==> config.mk <==
export PLATFORM = sky130hd
export DESIGN_NAME = cmn_burst_rr_arb
export DESIGN_NICKNAME = d
export VERILOG_FILES = /design/src/rtl/cmn_burst_rr_arb.sv
export SDC_FILE = /design/constraint.sdc
export NUM_CORES = 1
export LEC_CHECK = 0
export CORE_ASPECT_RATIO = 0.6
export CORE_MARGIN = 2
export CORE_UTILIZATION = 26
export DETAILED_ROUTE_END_ITERATION = 10
export PLACE_DENSITY = 0.78
export RECOVER_POWER = 100
export SLEW_MARGIN = 20
export SYNTH_ARGS = -nofsm -noshare
export SYNTH_HDL_FRONTEND = slang
export SYNTH_SLANG_ARGS = --single-unit
==> constraint.sdc <==
create_clock -name clk -period 2.8 [get_ports clk]
set_clock_uncertainty 0.2 [all_clocks]
set_input_delay 0.56 -clock clk [delete_from_list [all_inputs] [get_ports clk]]
set_output_delay 0.56 -clock clk [all_outputs]
set_load 0.05 [all_outputs]
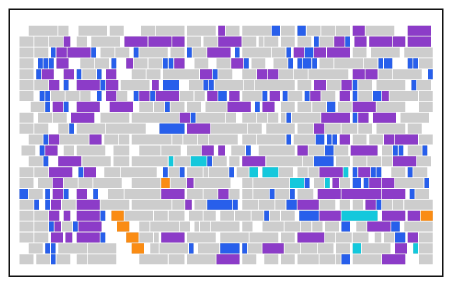
(images/logic_types.png)
Drawn at 4 px/um.
NOR gates: drawn in cyan, cells 10. AND and OR gates: drawn in orange, cells 6. inverting AOI/OAI gates: drawn in purple, cells 112, where all over the die. NAND gates: drawn in blue, cells 114, where all over the die.
Comb/total area: 36.4%
most numerous logic cell after layout: clkdlybuf4s50_1
Post-Layout Cell Count: 621

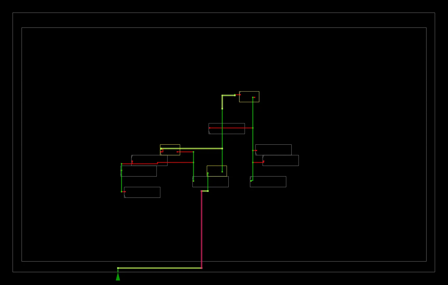
(images/clocks.png)
CTS sink cnt: 8
Power Clock: 143 uW
clk_buf instances: 3
total CTS buffers: 3

==> summary.txt <==
run results: grt total ovfl 0, Register Area 200 um2, wire per inst roughly 21 um, Crit. End Element output port, critical path class register to output port, share of layout cells above drive strength 1 43.4%, Max Cap Viol 0, fp util 27.2%, Area Overhead vs Synth 233%, drt pass-1 iters 4, Hold Crit Depth 1, Yosys warning count 0, # diodes 0, Post-CTS Hold Buffers 0, synthesized instance count 296, CTS tree yes, final setup fails 47, comb. cell area a little over 0.002 mm2, Final Cycle Share 118%, Dominant flop cell dfrtp_1, CP max stage cell dfrtp_1, vias in the first global route 3542, Hold Violations, Final 0, H-tree lvl count 1, Tot Pwr 9.88 mW, synthesized net count 435, Cell Area, Placed around 0.0048 mm2, FMAX about 300 MHz, drt total wl about 13 mm, Hold Crit Class register to register, top post-synthesis cells by area nand2_1 (23%), o211ai_1 (14%), dfrtp_1 (12%), o21ai_1 (11%), o21ai_0 (9.5%), Total Routing Usage GR 32.2%, worst rel slew slack between 70 and 80%, RSZ-0062 raised after global routing true, yosys cell count 296, clk slew on worst S/H paths 0.04 ns, CP Launch Type register, worst stage delay on the critical path 0.40 ns, tool warning count 29, worst path required time 2.04 ns, Max Buffers Root-to-Sink 2, Cell Pwr Density between 1500 and 2000 mW/mm2, crit-path cells buf_6 > buf_6 > o22ai_4 > a221oi_2 > buf_4 > o21ai_4 > buf_12 > buf_16 > o211ai_1 > o21ai_2 > o21ai_4 > buf_12, status complete, but fails checks, initial antenna violation count 0, chip area 0.00717 mm2, Top cell area share 22.9%, worst setup margin -0.502 ns, DR vias/cell 5.59, worst-skew pair later-pin latency 0.23 ns, die height 66.4 um, FF-to-FF path depth 12, Mapped Area roughly 0.0017 mm2, crit-path max FO 13, LEAKAGE 2.24 nW, Synth async-reset ratio 100%, Placement Rows 22, Port-buffer cells 178, Finished Cell Area 0.00562 mm2, Worst Tran Pin Value 0.336 ns, failing checks setup timing, max reg flops 4, remaining routing DRC violations 0, reg-to-reg setup timing slack -0.32 ns, I/O pin count 179, Antenna Violating Nets Remaining 0, die width 108 um, most frequent cells after synthesis nand2_1 (103), o21ai_1 (36), o211ai_1 (32), o21ai_0 (32), clkbuf_1 (24), initial drt markers 360, Root Buffer clkbuf_8, Unique masters post-synth 36, Synth Seq Share 11.9%, Synth Area per Inst 5.70 um2, number of enable flip-flop cells 0, post-detail-place hpwl 7.38 mm, pin count of the biggest net entering global routing 31, first-pass GRT wire length 17.8 mm, Peak supply drop around 1.2 mV, Critical Path AT 2.54 ns, Core Footprint 0.00619 mm2, post-synth top area cell nand2_1, top-count cell post-synth nand2_1, area reported by Yosys stat 0.00169 mm2, Tmin final 3.30 ns, Final Wtd Congestion about 0.93, Synth flops 8, DR vias 3472, fillers 249, nets@finish around 680, max-slew violations 0
cells in the final DEF, fill, tap and decap left out, types with 2 or more instances in the layout:
cell type and count:
and2_4 4, nand2_1 91, o21ai_2 23, nand2_2 11, nor2b_1 2, nand2b_4 3, mux2_4 3, buf_4 43
buf_12 50, dfrtp_1 8, clkbuf_8 3, nor2_4 2, mux2i_1 2, nor2_1 4, clkdlybuf4s50_1 133, o21ai_4 35
nand3_4 2, a22o_1 3, buf_16 5, nand3b_1 2, o211ai_1 32, buf_6 25, inv_1 5, a31o_2 2
buf_8 3, a221oi_2 2, nand2b_1 4, o21ai_1 11, o21bai_4 2
worst max-delay path, delay by kind of cell, from the launching register on:
family,cells,cell delay [ns]
flops,1,0.40
buf+inv,6,0.88
compound gates,6,1.04
layer usage:
layer  vias to the layer above  part of all wire [%]  global-route usage [%]
li1                       1532                     -                       -
met1                      1657                    38                    36.6
met2                       235                    49                    58.2
met3                        48                   8.8                    7.29
met4                         0                   3.8                    14.1
met5                         -                     0                       0
repair_timing:
action                     in CTS  in global routing
resized                        97                 29
pin swaps                      49                 27
setup endpoints to repair      48                 48
buffers inserted               29                  6
cloned                          7                  1
kinds of logic (layout without fill, tap and decap cells):
logic type / after synthesis / after routing / share of synthesized area [%]
compound gates: 120 / 120 / 44.6
buf+inv: 33 / 274 / 7.42
simple gates: 130 / 130 / 32.9
mux: 5 / 5 / 3.19
flops: 8 / 8 / 11.9
report_power, final:
part | leakage [nW] | switching, mW | internal, mW
Clock | 0.0216 | 0.0496 | 0.0935
Combinational | 2.12 | 4.86 | 4.63
Sequential | 0.0956 | 0.0760 | 0.173
Total | 2.24 | 4.98 | 4.90
final cells by class:
| type | count | area share [%] |
|---|---|---|
| inverter | 7 | 0.512 |
| multi-input combinational | 255 | 36.4 |
| clock buffer | 3 | 0.734 |
| sequential | 8 | 3.56 |
| tap | 84 | 1.87 |
| timing repair buffer | 264 | 57.0 |
through the flow:
| step | util (%) | setup TNS (ns) | setup WS [ns] | hold slack (ns) | cells |
|---|---|---|---|---|---|
| 3_3_place_gp | 77.1 | -27.84 | -0.683 | 0.269 | 581 |
| 5_1_grt | 90.8 | -19.49 | -0.567 | 0.341 | 621 |
| 2_1_floorplan | - | -2.44 | -0.0975 | 0.176 | 296 |
| 6_report | 90.8 | -17.19 | -0.502 | 0.317 | 621 |
| 4_1_cts | 88.7 | -13.01 | -0.414 | 0.293 | 617 |
| 3_5_place_dp | 77.1 | -29.63 | -0.737 | 0.283 | 581 |
Power is estimated from default activity; no workload was simulated.
